### config.mk
export PLATFORM = sky130hd
export DESIGN_NAME = uart_rx_seq
export DESIGN_NICKNAME = d
export VERILOG_FILES = /design/src/rtl/uart_pkg.sv /design/src/rtl/rx_sync.sv /design/src/rtl/uart_rx_seq.sv
export SDC_FILE = /design/constraint.sdc
export NUM_CORES = 1
export LEC_CHECK = 0
export CORE_MARGIN = 2
export CORE_UTILIZATION = 65
export DETAILED_ROUTE_END_ITERATION = 8
export DONT_BUFFER_PORTS = 1
export PLACE_DENSITY = 0.81
export SETUP_SLACK_MARGIN = 0.1
export SLEW_MARGIN = 20
export SYNTH_ARGS = -nofsm -noshare
export SYNTH_HDL_FRONTEND = slang
export SYNTH_SLANG_ARGS = --single-unit
### constraint.sdc
create_clock -name clk -period 5.34 [get_ports clk]
set_input_delay 0.534 -clock clk [delete_from_list [all_inputs] [get_ports clk]]
set_output_delay 0.534 -clock clk [all_outputs]
set_load 0.01 [all_outputs]
### src/rtl/uart_pkg.sv
// Shared state encoding and timing constants for the UART receive sequencer.
package uart_pkg;

   localparam int OVS           = 16;
   localparam int MID_TICK      = 7;
   localparam int LAST_TICK     = OVS - 1;
   localparam int DATA_BITS_DEF = 8;

   typedef enum logic [2:0] {
      IDLE  = 3'd0,
      START = 3'd1,
      DATA  = 3'd2,
      STOP  = 3'd3,
      BRK   = 3'd4
   } rx_state_t;

endpackage

### src/rtl/rx_sync.sv
// Multi-stage synchroniser for the asynchronous serial line; resets to the idle level.
module rx_sync #(
   parameter int STAGES = 2
) (
   input  logic clk,
   input  logic rst,
   input  logic d,
   output logic q
);

   logic [STAGES-1:0] chain;

   always_ff @(posedge clk) begin
      if (rst) begin
         chain <= '1;
      end else begin
         chain <= {chain[STAGES-2:0], d};
      end
   end

   assign q = chain[STAGES-1];

endmodule

### src/rtl/uart_rx_seq.sv
// Receive-frame sequencer: start qualification, mid-bit data sampling, stop check
// and a single-entry holding register with full/overrun/framing status.
module uart_rx_seq
   import uart_pkg::*;
#(
   parameter int DATA_BITS   = DATA_BITS_DEF,
   parameter int SYNC_STAGES = 2
) (
   input  logic                 clk,
   input  logic                 rst,
   input  logic [3:0]           fr_div,
   input  logic                 rxd,
   input  logic                 rd,
   output logic [DATA_BITS-1:0] dout,
   output logic                 vld_rx,
   output logic                 rx_full,
   output logic                 frm_err,
   output logic                 ovr_err,
   output logic                 busy
);

   localparam logic [3:0] MID     = 4'(MID_TICK);
   localparam logic [3:0] LAST    = 4'(LAST_TICK);
   localparam logic [2:0] TOP_BIT = 3'(DATA_BITS - 1);

   rx_state_t            state, state_nxt;
   logic [3:0]           cnt, cnt_nxt;
   logic [2:0]           bit_idx, bit_idx_nxt;
   logic [DATA_BITS-1:0] sr, sr_nxt;
   logic                 rxd_s;
   logic                 tick;
   logic                 stop_mid;
   logic                 load_good;
   logic                 load_ovr;
   logic                 stop_bad;

   rx_sync #(.STAGES(SYNC_STAGES)) u_sync (
      .clk (clk),
      .rst (rst),
      .d   (rxd),
      .q   (rxd_s)
   );

   assign tick = (fr_div == 4'd0);

   always_ff @(posedge clk) begin
      if (rst) begin
         state   <= IDLE;
         cnt     <= '0;
         bit_idx <= '0;
         sr      <= '0;
      end else begin
         state   <= state_nxt;
         cnt     <= cnt_nxt;
         bit_idx <= bit_idx_nxt;
         sr      <= sr_nxt;
      end
   end

   // The 4-bit counter wraps 15 -> 0 on its own, which doubles as the reset at each sample point.
   always_comb begin
      state_nxt   = state;
      cnt_nxt     = cnt;
      bit_idx_nxt = bit_idx;
      sr_nxt      = sr;
      if (tick) begin
         case (state)
            IDLE: begin
               if (!rxd_s) begin
                  state_nxt = START;
                  cnt_nxt   = 4'd1;
               end
            end
            START: begin
               if (rxd_s) begin
                  state_nxt = IDLE;
                  cnt_nxt   = '0;
               end else if (cnt == MID) begin
                  state_nxt   = DATA;
                  cnt_nxt     = '0;
                  bit_idx_nxt = '0;
               end else begin
                  cnt_nxt = cnt + 4'd1;
               end
            end
            DATA: begin
               cnt_nxt = cnt + 4'd1;
               if (cnt == LAST) begin
                  sr_nxt = {rxd_s, sr[DATA_BITS-1:1]};
                  if (bit_idx == TOP_BIT) begin
                     state_nxt = STOP;
                  end else begin
                     bit_idx_nxt = bit_idx + 3'd1;
                  end
               end
            end
            STOP: begin
               cnt_nxt = cnt + 4'd1;
               if (cnt == LAST) begin
                  state_nxt = rxd_s ? IDLE : BRK;
               end
            end
            BRK: begin
               if (rxd_s) begin
                  state_nxt = IDLE;
               end
            end
            default: begin
               state_nxt = IDLE;
            end
         endcase
      end
   end

   always_comb begin
      stop_mid  = tick && (state == STOP) && (cnt == LAST);
      load_good = stop_mid && rxd_s && !rx_full;
      load_ovr  = stop_mid && rxd_s && rx_full;
      stop_bad  = stop_mid && !rxd_s;
      busy      = (state != IDLE);
   end

   // A load on the same edge as rd wins, so the consumer never loses a freshly arrived byte.
   always_ff @(posedge clk) begin
      if (rst) begin
         dout    <= '0;
         vld_rx  <= 1'b0;
         rx_full <= 1'b0;
         frm_err <= 1'b0;
         ovr_err <= 1'b0;
      end else begin
         vld_rx  <= load_good;
         frm_err <= stop_bad;
         if (load_good) begin
            dout    <= sr;
            rx_full <= 1'b1;
         end else if (rd) begin
            rx_full <= 1'b0;
         end
         if (load_ovr) begin
            ovr_err <= 1'b1;
         end else if (rd) begin
            ovr_err <= 1'b0;
         end
      end
   end

endmodule

==> run_1/gate_families.png <==
(8 px per um)
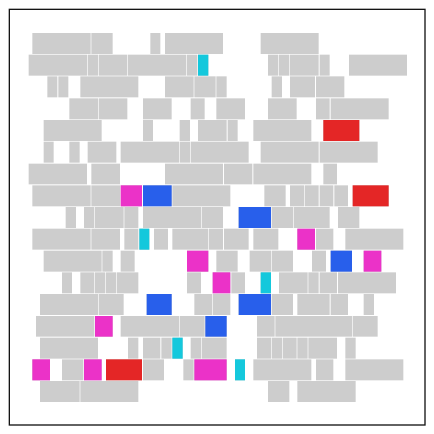
[inverters] cyan | cells: 5 | most used: inv_1
[AND-OR and OR-AND gates] blue | cells: 6 | most used: a221o_2
[adder and majority cells] red | cells: 3 | most used: ha_1
[AND and OR gates] magenta | cells: 9 | most used: and2_1

==> run_1/zoom.png <==
Window x 11 to 41, y 11 to 41 um. Cells in gray, sequential cells in the stronger gray; small squares are vias.
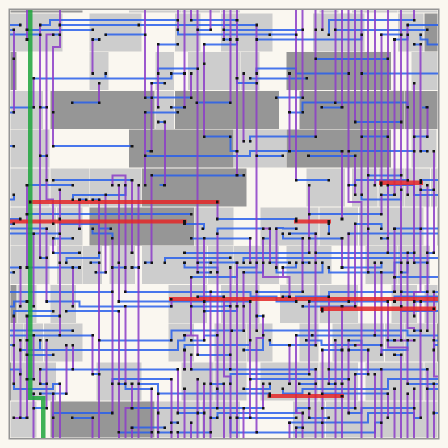
[met2] purple
[met4] green
[met1] blue
[met3] red
cells with their middle in the window: 76
netlist names of flops here include: sr (3), cnt (2), dout (2)
most frequent: mux2i_1 (12), dfxtp_1 (9), nor2_1 (6)
sequential cells in the window: 9

==> impl_metrics.toml, run 1 <==
# implementation run metrics
[clock_network]
tritoncts_num_sinks = 32
postCtsSetupRepairBufs = 0
cts_made_buffers = 5
htreeDepth = 2
cts_tree = "done"
ctsResizeCount = 0
cts_root_buf = "clkbuf_4"
clk_pin_slew_ps = 100
cts_hold_buf = 0
cts_buffer_depth = 2
clock_latency_ps = 340

[yosys]
synth.distinct_cells = 41
yosysChipArea_sq_um = 1480
synth_flops = 32
adder_share_pct = 2.53
synthCells = 155
synthTopCellsByCount = "dfxtp_1 (32), nor2_1 (24), mux2i_1 (18)"
most_common_cell = "dfxtp_1"
xor_share_pct = 0
ff_type = "dfxtp_1"
top_logic_kind = "simple AND/OR/NAND/NOR gates"
ys_cells = 155
yosys.area.top_type = "dfxtp_1"
ys_sh_aoi_pct = 13.0
top_cells_by_area = "dfxtp_1 (43%), mux2i_1 (12%), nor2_1 (6.1%)"
seq_area_frac_synth_pct = 43.2
synth.mux.area_fraction_pct = 12.9
synth.cell_area_sq_um = 1480
post-synth-top-area-fraction_pct = 43.2
ys_warn_count = 0
syn_avg_cell_area_sq_um = 9.57
synth-edff-count = 0
ys_sh_simple_pct = 22.8
async_flop_share_pct = 0
syn_nets = 166

[power_and_ir_drop]
power-top-group = "registers"
switching_share_pct = 22.0
power_switching_mw = 0.0862
peakVddDrop_mv = 0.307
pwr_density_cell_nw_per_um2 = 256
power.leakage_nw = 0.603
p_comb_mw = 0.00559
p_clk_mw = 0.147
combPwrFrac_pct = 1.4
seq-power_mw = 0.240
power_mw = 0.392
p_clk_share_pct = 37.3
seq_power_share_pct = 61.2
intPower_mw = 0.306

[global_route]
met2_usage_pct = 41.7
grt-ovfl-total = 0
grtUsageMet3_pct = 8.62
grt_pass1_wl_mm = 4.83
grt_pass1_vias = 1114
antenna_found_initial = 0
grt_max_degree = 31
met1_usage_pct = 28.8
grt_use_total_pct = 25.4
busiest_layer = "met2"

[final_timing]
worst_slew_pin_slew_ps = 529
finalMaxSlewViolations = 0
worst_slack_ps = 3240
finalCritPeriodShare_pct = 39.3
skew_ps = 8.10
setup_tns_ps = 0
hold_viol = 0
setup_viol = 0
rsz0062_at_grt = "no"
fin_crit_ps = 2100
fmax_mhz = 476
slew_headroom_pct = 64.7
fin_hold_ws_ps = 251

[worst_hold_path]
hp-class = "input port to register"

[setup_path]
crit_chain = "nor3b_2 > nand3_1 > mux2i_1 > nor2_1"
path_class = "register to register"
worstPathRequired_ps = 5570
critPathMaxFanout = 16
crit_path_start_kind = "register"
end_kind = "register"
arrival_ps = 2330
crit_buf_inv = 0
critical-path-max-stage-delay_ps = 660
crit_path_top_delay_cell = "dfxtp_1"
cpLargestDelayFamily = "simple AND/OR/NAND/NOR gates"
r2r_slack_ps = 3240

[placement]
dpl_worst_slack_ps = 3120
place.gp.congestion = 0.875
hpwl_mm = 2.07
place_inst = 176
post_dp_cell_area_sq_um = 1470
port_buffers = 0

[final_layout]
diodes = 0
layout-drive-gt1-share_pct = 10.9
area_growth_syn_to_layout_pct = 3.20
n_fill_cell = 180
fin_cells = 184
final_cell_mix = "dfxtp_1 (32), nor2_1 (24), mux2i_1 (18)"
finalNetCount = 166
design_area_sq_um = 1530
seq_area_sq_um = 641
fin_util_pct = 69.9
lay_top_count = "dfxtp_1"
final-comb-area_sq_um = 767

[detailed_routing]
finalWirelength_mm = 2.89
drtIter0Drc = 15
wl_per_cell_um = 15.7
vias = 1146
drc = 0
drt-vias-per-instance = 6.23
drt-met1-wl_mm = 1.22
detail-route-antenna-nets = 0
wl_met3_um = 141
top_layer_used = "met4"
first_pass_iters = 4
wl_met2_mm = 1.46

[floorplan]
die_x_um = 51.8
dieArea_sq_um = 2680
fp_util_pct = 67.7
pin_count = 21
core_area_sq_um = 2190
dieHeight_um = 51.8
rows = 17

[job]
log.warning_count = 26
maxCapViolCount = 0

[outcome]
status = "finished, final reports clean"
==> run_1/metal_stack.png <==
(8 px per um) Two of the layers only.
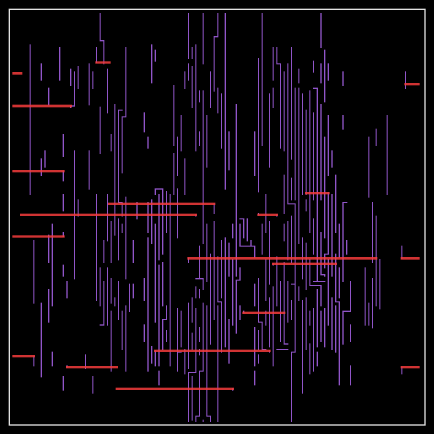
[met3] red | wire length: 142 um
[met2] purple | wire length: 1460 um

run 1: final timing paths:
| kind | startpoint | endpoint | cells past startpoint |
|---|---|---|---|
| worst max-delay path | state[1] | sr[4] | 4 |
| worst min-delay path | rst | bit_idx[1] | 1 |
| worst max register to register | state[1] | sr[4] | 4 |
| worst min register to register | u_sync.chain[0] | u_sync.chain[1] | 1 |
run 1: sequential cells by signal (all words and copies together), names as in the netlist:
register and cells:
rx_full 1, bit_idx 3, state 3, cnt 4
dout 8, ovr_err 1, u_sync.chain 2, vld_rx 1
sr 8, frm_err 1
run 1: layout make-up:
class	instances	area share, %
inverter	5	1.23
clock buffer	7	3.59
multi-input combinational	110	50.1
tap	28	2.29
sequential	32	41.8
timing repair buffer	1	0.490
clock inverter	1	0.490
--- run 2 (diff from run 1) ---
--- a/config.mk
+++ b/config.mk
@@ -6,10 +6,10 @@
 export NUM_CORES = 1
 export LEC_CHECK = 0
 export CORE_MARGIN = 2
-export CORE_UTILIZATION = 65
+export CORE_UTILIZATION = 55
 export DETAILED_ROUTE_END_ITERATION = 8
 export DONT_BUFFER_PORTS = 1
-export PLACE_DENSITY = 0.81
+export PLACE_DENSITY = 0.73
 export SETUP_SLACK_MARGIN = 0.1
 export SLEW_MARGIN = 20
 export SYNTH_ARGS = -nofsm -noshare
==> constraint.sdc (replaced) <==
create_clock -name clk -period 1.8 [get_ports clk]
set_input_delay 0.18 -clock clk [delete_from_list [all_inputs] [get_ports clk]]
set_output_delay 0.18 -clock clk [all_outputs]
set_load 0.01 [all_outputs]
==> run_2/final_placement.png <==
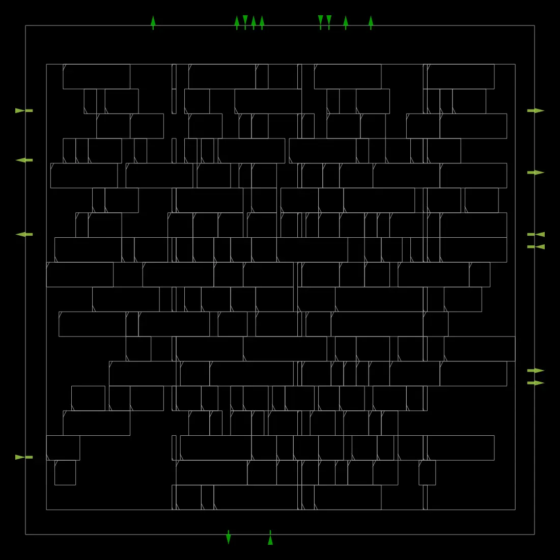
Core Region: 2520 sq um
Flops: 32
Tap Count: 30

==> run_2/wire_density.png <==
(4 px per um) The die is cut into 11 by 11 equal tiles; dark purple is low, yellow is high, scaled to the fullest tile. Values are wire area over tile area, all layers added.
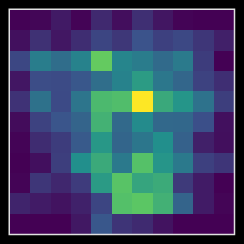
tiles over half the peak: 16%
emptiest ninth of the die: lower left
fullest tile: 0.64

==> run 2 against run 1 <==
Net effect: the run now ends with hold timing left; design area grew 16%; sequential power went up to 3.0 times the previous value; clock power increased to 2.5 times the previous value; first-iteration DRC count grew to 2.7 times the previous value; via count grew 5.8%; sequential cell count stayed put; synthesized area stayed put; final cell count rose by 11%; fmax is 26% higher; largest cell class unchanged.
==> impl_metrics.toml, run 2 <==
# implementation run metrics
[power_and_ir_drop]
seq-power_mw = 0.711
combPwrFrac_pct = 2.5
seq_power_share_pct = 64.2
power_mw = 1.11
power-top-group = "registers"
p_clk_mw = 0.368
power.leakage_nw = 0.696
power_switching_mw = 0.239
p_clk_share_pct = 33.2
p_comb_mw = 0.0281
pwr_density_cell_nw_per_um2 = 624
intPower_mw = 0.869
switching_share_pct = 21.6
peakVddDrop_mv = 0.550

[setup_path]
crit_buf_inv = 0
arrival_ps = 1890
worst-r2r-cell-count = 6
crit_top_cell = "ha_4"
worstPathRequired_ps = 2030
critical-path-max-stage-delay_ps = 370
r2r_slack_ps = 130
crit_path_start_kind = "register"
critPathMaxFanout = 2
path_class = "register to register"
rr_startpoint = "bit_idx[1]"
reg2reg_to = "state[0]"
crit_path_top_delay_cell = "dfxtp_2"
worstSetupPathDepth = 6
crit_chain = "ha_4 > ha_4 > and2_1 > o32ai_4 > a221oi_4 > mux2_4"
end_kind = "register"
cpLargestDelayFamily = "AND-OR/OR-AND gates"

[final_timing]
worst_slew_pin_slew_ps = 547
finalCritPeriodShare_pct = 92.6
setup_tns_ps = 0
worst_slack_ps = 133
rsz0062_at_grt = "yes"
finalMaxSlewViolations = 0
setup_viol = 0
fin_hold_ws_ps = -102
fmax_mhz = 600
slew_headroom_pct = 63.1
fin_crit_ps = 1670
skew_ps = 6.01
hold_viol = 25

[global_route]
busiest_layer = "met2"
grt_max_degree = 31
met2_usage_pct = 32.7
grt_use_total_pct = 20.6
antenna_found_initial = 0
grt_pass1_wl_mm = 5.09
grt_pass1_vias = 1085
grt-ovfl-total = 0
grtUsageMet3_pct = 6.74
met1_usage_pct = 26.9

[floorplan]
rows = 18
pin_count = 21
dieArea_sq_um = 3130
dieHeight_um = 55.9
die_x_um = 55.9
fp_util_pct = 58.8

[clock_network]
cts_buffer_depth = 2
cts_root_buf = "clkbuf_4"
cts_made_buffers = 5
cts_tree = "done"
ctsResizeCount = 9
tritoncts_num_sinks = 32
postCtsSetupRepairBufs = 0
cts_hold_buf = 3
clock_latency_ps = 330
clk_pin_slew_ps = 90
htreeDepth = 2

[yosys]
ys_sh_aoi_pct = 13.0
async_flop_share_pct = 0
top_cells_by_area = "dfxtp_1 (43%), mux2i_1 (12%), nor2_1 (6.1%)"
syn_nets = 166
synth.mux.area_fraction_pct = 12.9
most_common_cell = "dfxtp_1"
yosysChipArea_sq_um = 1480
synth-edff-count = 0
ff_type = "dfxtp_1"
synth_flops = 32
syn_avg_cell_area_sq_um = 9.57
synth.distinct_cells = 41
adder_share_pct = 2.53
ys_sh_simple_pct = 22.8
post-synth-top-area-fraction_pct = 43.2
seq_area_frac_synth_pct = 43.2
synthTopCellsByCount = "dfxtp_1 (32), nor2_1 (24), mux2i_1 (18)"
top_logic_kind = "simple AND/OR/NAND/NOR gates"
xor_share_pct = 0
synth.cell_area_sq_um = 1480
ys_cells = 155
synthCells = 155
ys_warn_count = 0
yosys.area.top_type = "dfxtp_1"

[job]
log.warning_count = 31
maxCapViolCount = 0

[final_layout]
fin_cells = 204
finalNetCount = 185
design_area_sq_um = 1780
fin_util_pct = 70.4
reg_top3 = "dout (8), sr (8), cnt (4)"
diodes = 0
area_growth_syn_to_layout_pct = 19.6
lay_top_count = "dfxtp_1"
layout-drive-gt1-share_pct = 27.6
final_cell_mix = "dfxtp_1 (25), nor2_1 (24), mux2i_1 (18)"

[placement]
place.gp.congestion = 0.809
port_buffers = 0
dpl_worst_slack_ps = -3.61
hpwl_mm = 2.12
post_dp_cell_area_sq_um = 1570
place_inst = 190

[worst_hold_path]
hp-start = "rst"
holdPathEnd = "cnt[1]"
holdPathStages = 1
hp-class = "input port to register"

[outcome]
status = "complete, but fails checks"
violations = "hold timing"

[detailed_routing]
wl_per_cell_um = 16.0
vias = 1213
drc = 0
top_layer_used = "met4"
wl_met3_um = 208
drt-met1-wl_mm = 1.46
drtIter0Drc = 41
finalWirelength_mm = 3.26
first_pass_iters = 4
drt-vias-per-instance = 5.95
detail-route-antenna-nets = 0
wl_met2_mm = 1.56
run 2: layout make-up:
cell class	count	area [sq um]
Multi-Input combinational cell	110	858
Fill cell	180	747
Sequential cell	32	649
Timing Repair Buffer	20	165
Clock buffer	6	41.3
Tap cell	30	37.5
Inverter	5	18.8
Clock inverter	1	5.00
run 2: worst max-delay path by stage:
stage          startpoint          to  slack [ps]
5_1_grt        bit_idx[1]  bit_idx[0]          70
6_report       bit_idx[1]    state[0]         130
3_5_place_dp       cnt[1]    state[0]          -4
4_1_cts            cnt[1]    state[0]          90
2_1_floorplan   fr_div[1]    state[0]         -40
3_3_place_gp       cnt[1]    state[0]          40
run 2: kinds of logic after synthesis:
family / Yosys count
buf+inv: 13
compound gates: 25
simple gates: 63
fa+ha+maj: 3
flops: 32
mux: 19
Power is estimated from default activity; no workload was simulated.
